**Floorplan with the power grid**

(1.5 px per µm) Pins as bars on the die edge.
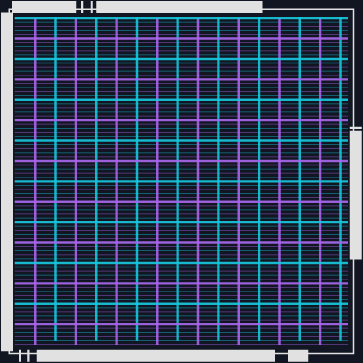
**Clock routing**

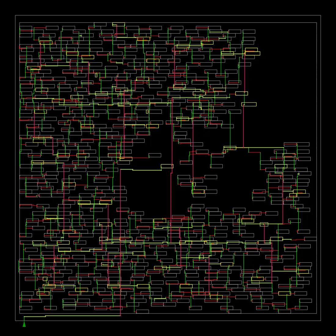
**Clock distribution**

(1 px per µm)
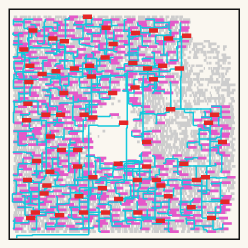
--- src/rtl/cisr_row_len_sched_if.sv ---
// Port bundle for the CISR row-length scheduler.
// With CISR_SCHED_PERF_EN defined the bundle also carries perf_bubble_cycles.
interface cisr_row_len_sched_if #(
    parameter int NUM_CH = 16,
    parameter int DATA_W = 32,
    parameter int DIM_W  = 16
);
    logic                           start;
    logic [DIM_W-1:0]               num_rows;
    logic                           busy;
    logic                           done;
    logic                           len_valid;
    logic [DATA_W-1:0]              len_data;
    logic                           len_ready;
    logic                           ext_stall;
    logic                           spmv_init;
    logic [NUM_CH-1:0][DATA_W-1:0]  row_len;
    logic [NUM_CH-1:0]              row_len_pop;
    logic                           pipe_bubble;
`ifdef CISR_SCHED_PERF_EN
    logic [31:0]                    perf_bubble_cycles;

    modport slave (
        input  start, num_rows, len_valid, len_data, ext_stall, row_len_pop,
        output busy, done, len_ready, spmv_init, row_len, pipe_bubble, perf_bubble_cycles
    );
    modport master (
        output start, num_rows, len_valid, len_data, ext_stall, row_len_pop,
        input  busy, done, len_ready, spmv_init, row_len, pipe_bubble, perf_bubble_cycles
    );
`else
    modport slave (
        input  start, num_rows, len_valid, len_data, ext_stall, row_len_pop,
        output busy, done, len_ready, spmv_init, row_len, pipe_bubble
    );
    modport master (
        output start, num_rows, len_valid, len_data, ext_stall, row_len_pop,
        input  busy, done, len_ready, spmv_init, row_len, pipe_bubble
    );
`endif
endinterface

--- src/rtl/cisr_row_len_sched.sv ---
// Row-length scheduler for the CISR SpMV decoder: stages one row length per channel.
// Optional macro CISR_SCHED_PERF_EN adds a saturating RUN-bubble cycle counter.
module cisr_row_len_sched #(
    parameter int NUM_CH = 16,
    parameter int DATA_W = 32,
    parameter int DIM_W  = 16
) (
    input  logic                 clk,
    input  logic                 rst_n,
    cisr_row_len_sched_if.slave  bus
);
    typedef enum logic [1:0] {
        ST_IDLE = 2'd0,
        ST_LOAD = 2'd1,
        ST_RUN  = 2'd2,
        ST_DONE = 2'd3
    } state_t;

    localparam logic [NUM_CH-1:0] CH_ONE  = {{(NUM_CH-1){1'b0}}, 1'b1};
    localparam logic [DIM_W-1:0]  DIM_ONE = {{(DIM_W-1){1'b0}}, 1'b1};

    function automatic logic [DIM_W-1:0] count_ones(input logic [NUM_CH-1:0] vec);
        logic [DIM_W-1:0] acc;
        acc = {DIM_W{1'b0}};
        for (int i = 0; i < NUM_CH; i++) begin
            if (vec[i]) begin
                acc = acc + DIM_ONE;
            end else begin
                acc = acc;
            end
        end
        return acc;
    endfunction

    state_t                         state_r;
    state_t                         next_state_s;
    logic [NUM_CH-1:0][DATA_W-1:0]  slot_r;
    logic [NUM_CH-1:0]              full_r;
    logic [NUM_CH-1:0]              pad_r;
    logic [DIM_W-1:0]               fetched_r;
    logic [DIM_W-1:0]               consumed_r;
    logic [DIM_W-1:0]               rows_r;
    logic                           busy_r;
    logic                           done_r;
    logic                           init_r;

    logic                           start_acc_s;
    logic [NUM_CH-1:0]              empty_s;
    logic                           any_empty_s;
    logic [NUM_CH-1:0]              tgt_oh_s;
    logic                           active_s;
    logic                           need_real_s;
    logic                           len_ready_s;
    logic                           fill_real_s;
    logic                           fill_pad_s;
    logic [NUM_CH-1:0]              fill_oh_s;
    logic                           bubble_s;
    logic [NUM_CH-1:0]              pop_s;
    logic [DIM_W-1:0]               consumed_nxt_s;
    logic [NUM_CH-1:0]              full_nxt_s;

    // Lowest empty slot is the refill target; real lengths until num_rows fetched, then pads
    always_comb begin
        start_acc_s = (state_r == ST_IDLE) && bus.start;
        empty_s     = ~full_r;
        any_empty_s = |empty_s;
        tgt_oh_s    = empty_s & (full_r + CH_ONE);
        active_s    = (state_r == ST_LOAD) || (state_r == ST_RUN);
        need_real_s = (fetched_r < rows_r);
        len_ready_s = active_s && any_empty_s && need_real_s;
        fill_real_s = len_ready_s && bus.len_valid;
        fill_pad_s  = active_s && any_empty_s && !need_real_s;
        if (fill_real_s || fill_pad_s) begin
            fill_oh_s = tgt_oh_s;
        end else begin
            fill_oh_s = {NUM_CH{1'b0}};
        end
    end

    // Pops are only honoured with every slot full, so a popped slot is never refilled in the same cycle
    always_comb begin
        bubble_s = (state_r != ST_RUN) || bus.ext_stall || any_empty_s;
        if (!bubble_s) begin
            pop_s = bus.row_len_pop;
        end else begin
            pop_s = {NUM_CH{1'b0}};
        end
        consumed_nxt_s = consumed_r + count_ones(pop_s & ~pad_r);
        full_nxt_s     = (full_r & ~pop_s) | fill_oh_s;
    end

    // Pass sequencing
    always_comb begin
        next_state_s = state_r;
        case (state_r)
            ST_IDLE: begin
                if (bus.start) begin
                    if (bus.num_rows == {DIM_W{1'b0}}) begin
                        next_state_s = ST_DONE;
                    end else begin
                        next_state_s = ST_LOAD;
                    end
                end else begin
                    next_state_s = ST_IDLE;
                end
            end
            ST_LOAD: begin
                if (&full_nxt_s) begin
                    next_state_s = ST_RUN;
                end else begin
                    next_state_s = ST_LOAD;
                end
            end
            ST_RUN: begin
                if (consumed_nxt_s == rows_r) begin
                    next_state_s = ST_DONE;
                end else begin
                    next_state_s = ST_RUN;
                end
            end
            ST_DONE: begin
                next_state_s = ST_IDLE;
            end
            default: begin
                next_state_s = ST_IDLE;
            end
        endcase
    end

    // State register
    always_ff @(posedge clk or negedge rst_n) begin
        if (!rst_n) begin
            state_r <= ST_IDLE;
        end else begin
            state_r <= next_state_s;
        end
    end

    // Slot contents, flags and row counters
    always_ff @(posedge clk or negedge rst_n) begin
        if (!rst_n) begin
            slot_r     <= {(NUM_CH*DATA_W){1'b0}};
            full_r     <= {NUM_CH{1'b0}};
            pad_r      <= {NUM_CH{1'b0}};
            fetched_r  <= {DIM_W{1'b0}};
            consumed_r <= {DIM_W{1'b0}};
            rows_r     <= {DIM_W{1'b0}};
        end else if (start_acc_s) begin
            slot_r     <= {(NUM_CH*DATA_W){1'b0}};
            full_r     <= {NUM_CH{1'b0}};
            pad_r      <= {NUM_CH{1'b0}};
            fetched_r  <= {DIM_W{1'b0}};
            consumed_r <= {DIM_W{1'b0}};
            rows_r     <= bus.num_rows;
        end else begin
            for (int i = 0; i < NUM_CH; i++) begin
                if (fill_oh_s[i]) begin
                    slot_r[i] <= fill_real_s ? bus.len_data : {DATA_W{1'b0}};
                    pad_r[i]  <= fill_pad_s;
                end
            end
            // Leftover pad slots are dropped when the pass completes
            if ((state_r == ST_RUN) && (next_state_s == ST_DONE)) begin
                full_r <= {NUM_CH{1'b0}};
            end else begin
                full_r <= full_nxt_s;
            end
            if (fill_real_s) begin
                fetched_r <= fetched_r + DIM_ONE;
            end
            consumed_r <= consumed_nxt_s;
        end
    end

    // Registered status outputs
    always_ff @(posedge clk or negedge rst_n) begin
        if (!rst_n) begin
            busy_r <= 1'b0;
            done_r <= 1'b0;
            init_r <= 1'b0;
        end else begin
            busy_r <= (next_state_s != ST_IDLE);
            done_r <= (next_state_s == ST_DONE);
            init_r <= start_acc_s && (bus.num_rows != {DIM_W{1'b0}});
        end
    end

    assign bus.busy        = busy_r;
    assign bus.done        = done_r;
    assign bus.spmv_init   = init_r;
    assign bus.len_ready   = len_ready_s;
    assign bus.row_len     = slot_r;
    assign bus.pipe_bubble = bubble_s;

`ifdef CISR_SCHED_PERF_EN
    logic [31:0] perf_r;

    // Saturating count of RUN cycles spent in a bubble
    always_ff @(posedge clk or negedge rst_n) begin
        if (!rst_n) begin
            perf_r <= 32'd0;
        end else if (start_acc_s) begin
            perf_r <= 32'd0;
        end else if ((state_r == ST_RUN) && bubble_s && (perf_r != 32'hFFFF_FFFF)) begin
            perf_r <= perf_r + 32'd1;
        end
    end

    assign bus.perf_bubble_cycles = perf_r;
`endif

endmodule

--- src/flat_wrapper.sv ---
// flat-port wrapper written by rule: the top's interface ports become plain ports
module cisr_row_len_sched_flat 
#(
    parameter int NUM_CH = 16,
    parameter int DATA_W = 32,
    parameter int DIM_W  = 16
)
  (clk, rst_n, bus_start, bus_num_rows, bus_len_valid, bus_len_data, bus_ext_stall, bus_row_len_pop, bus_busy, bus_done, bus_len_ready, bus_spmv_init, bus_row_len, bus_pipe_bubble);
  cisr_row_len_sched_if #(.NUM_CH(NUM_CH), .DATA_W(DATA_W), .DIM_W(DIM_W)) bus_i ();
  input  logic clk;
  input  logic rst_n;
  input wire logic [$bits(bus_i.start)-1:0] bus_start;
  input wire logic [$bits(bus_i.num_rows)-1:0] bus_num_rows;
  input wire logic [$bits(bus_i.len_valid)-1:0] bus_len_valid;
  input wire logic [$bits(bus_i.len_data)-1:0] bus_len_data;
  input wire logic [$bits(bus_i.ext_stall)-1:0] bus_ext_stall;
  input wire logic [$bits(bus_i.row_len_pop)-1:0] bus_row_len_pop;
  output wire logic [$bits(bus_i.busy)-1:0] bus_busy;
  output wire logic [$bits(bus_i.done)-1:0] bus_done;
  output wire logic [$bits(bus_i.len_ready)-1:0] bus_len_ready;
  output wire logic [$bits(bus_i.spmv_init)-1:0] bus_spmv_init;
  output wire logic [$bits(bus_i.row_len)-1:0] bus_row_len;
  output wire logic [$bits(bus_i.pipe_bubble)-1:0] bus_pipe_bubble;
  assign bus_i.start = bus_start;
  assign bus_i.num_rows = bus_num_rows;
  assign bus_i.len_valid = bus_len_valid;
  assign bus_i.len_data = bus_len_data;
  assign bus_i.ext_stall = bus_ext_stall;
  assign bus_i.row_len_pop = bus_row_len_pop;
  assign bus_busy = bus_i.busy;
  assign bus_done = bus_i.done;
  assign bus_len_ready = bus_i.len_ready;
  assign bus_spmv_init = bus_i.spmv_init;
  assign bus_row_len = bus_i.row_len;
  assign bus_pipe_bubble = bus_i.pipe_bubble;
  cisr_row_len_sched #(.NUM_CH(NUM_CH), .DATA_W(DATA_W), .DIM_W(DIM_W)) u_core (.clk(clk), .rst_n(rst_n), .bus(bus_i));
endmodule
--- config.mk ---
export PLATFORM = sky130hd
export DESIGN_NAME = cisr_row_len_sched_flat
export DESIGN_NICKNAME = d
export VERILOG_FILES = /design/src/rtl/cisr_row_len_sched_if.sv /design/src/rtl/cisr_row_len_sched.sv /design/src/flat_wrapper.sv
export SDC_FILE = /design/constraint.sdc
export NUM_CORES = 1
export LEC_CHECK = 0
export ABC_AREA = 0
export CORE_MARGIN = 3
export CORE_UTILIZATION = 56
export CTS_CLUSTER_SIZE = 10
export DETAILED_ROUTE_END_ITERATION = 16
export PLACE_DENSITY = 0.87
export SYNTH_ARGS = -nofsm -noshare
export SYNTH_HDL_FRONTEND = slang
export SYNTH_SLANG_ARGS = --single-unit
--- constraint.sdc ---
create_clock -name clk -period 32.2 [get_ports clk]
set_clock_uncertainty 0.15 [all_clocks]
set_input_delay 3.22 -clock clk [delete_from_list [all_inputs] [get_ports clk]]
set_output_delay 3.22 -clock clk [all_outputs]
set_load 0.005 [all_outputs]
==> notes.md <==
run results: Seq/total area=41.80%, clock-pin slew on the worst setup and hold paths=50 ps, Slew Limit Fails=0, H-tree depth=3, largest cell class by area=registers, top cells by area=dfrtp_1 (54%), nor2_1 (15%), a21oi_1 (10%), Post-synth EDFFs=0, Post-Syn Area=27710 µm², # IOs=586, status=complete, no violations, most frequent cells after synthesis=nor2_1 (1093), dfrtp_1 (597), a21oi_1 (564), Synth Area per Inst=8.655 µm², arrival time worst endpoint=19430 ps, max reg flops=512, Hold Path Class=reg2reg, Hold Buf Count CTS=0, share of layout cells above drive strength 1=4.909%, Synth top cell by count=nor2_1, Worst Tran Pin Value=1224 ps, CTS tree=yes, sequential area share after synthesis=53.91%, most area-hungry cell type in the Yosys netlist=dfrtp_1, WHS=353.5 ps, final RePlAce weighted congestion=0.9811, total die size=52190 µm², Comb area=11730 µm², Rel. slew slack=18.20%, largest net degree at the start of global routing=219, Setup crit end kind=flop, Late-Pin Clk Latency=600 ps, CLK BUF=76, # nets final=3775, GRT Max-Usage Layer=met2, Final ANT Viol Nets=0, post-CTS sizing=0, post-route setup slack=13070 ps, cycle use final=59.41%, Final Core Density=73.93%, Worst Hold Depth=2, max cap viols=0, Syn Inst Count=3202, min Tclk post-route=19130 ps, CP bufs+invs=4, Crit path largest cell delay=570 ps, Distinct lib cells used=91, wire length per cell=23.12 µm
About 'floorplan with the power grid':
VDD: shown in cyan. VSS: shown in purple.
586 signal pins sit on the boundary. 16 straps on met5. 81 met1 rails follow the rows. 16 straps on met4.
Die Height: 228.5 µm
Core ar.: 48350 µm²

About 'clock routing':
Clock group: 0.716 mW
flip-flops: 597

About 'clock distribution':
clock wires: shown in cyan, length 7420 µm. clock-net drivers: shown in red, count 71. flip-flops: shown in magenta, count 597.
Position of the flops: spread over the die. There are 72 routed clock nets.

## path summary, 6_finish.rpt
kind	startpoint	endpoint
worst min-delay path	u_core.pad_r[15]	u_core.pad_r[15]
worst max-delay path	bus_ext_stall	u_core.full_r[9]
worst max register to register	u_core.full_r[0]	u_core.full_r[9]
min in group asynchronous	rst_n	u_core.bus.row_len[55]
worst min register to register	u_core.pad_r[15]	u_core.pad_r[15]
max in group asynchronous	rst_n	u_core.bus.row_len[94]
## report_power, final
group | leakage (nW) | switching, mW | internal [mW]
registers | 8.20 | 0.0994 | 0.887
clock network | 0.961 | 0.306 | 0.410
logic | 6.63 | 0.410 | 0.322
total | 15.8 | 0.815 | 1.62
## cell usage in the layout (no fill, tap or decap), types with 5 or more instances in the layout
master / instances
inv_1: 45
a211oi_1: 6
and3_1: 10
a21oi_1: 564
nor2b_1: 16
or3_2: 7
clkbuf_16: 72
buf_4: 28
or3_1: 9
clkdlybuf4s50_1: 584
dfrtp_1: 597
a211o_1: 6
or2_2: 8
conb_1: 8
xnor2_1: 63
nor2_1: 1093
a2111oi_0: 5
xor2_1: 19
nor4_1: 13
a31oi_1: 9
nand4_1: 12
nand3_1: 45
xnor2_2: 6
and2_1: 11
mux2i_1: 7
nand2b_1: 13
a21o_1: 12
nand2_1: 136
nor3_1: 18
ha_1: 50
nand3b_1: 8
o21ai_0: 59
## cells by family (layout without fill, tap and decap cells)
kind of cell    count (synthesis)  count (layout)  synth area share [%]
other cells                     1               8               0.01353
mux                            13              13                0.5056
compound gates                714             714                 13.95
simple gates                 1439            1439                 21.54
xor+xnor                       98              98                 3.765
fa+ha+maj                      51              51                 2.330
buf+inv                       289             747                 4.000
flops                         597             597                 53.91
Power and IR drop assume default switching activity.
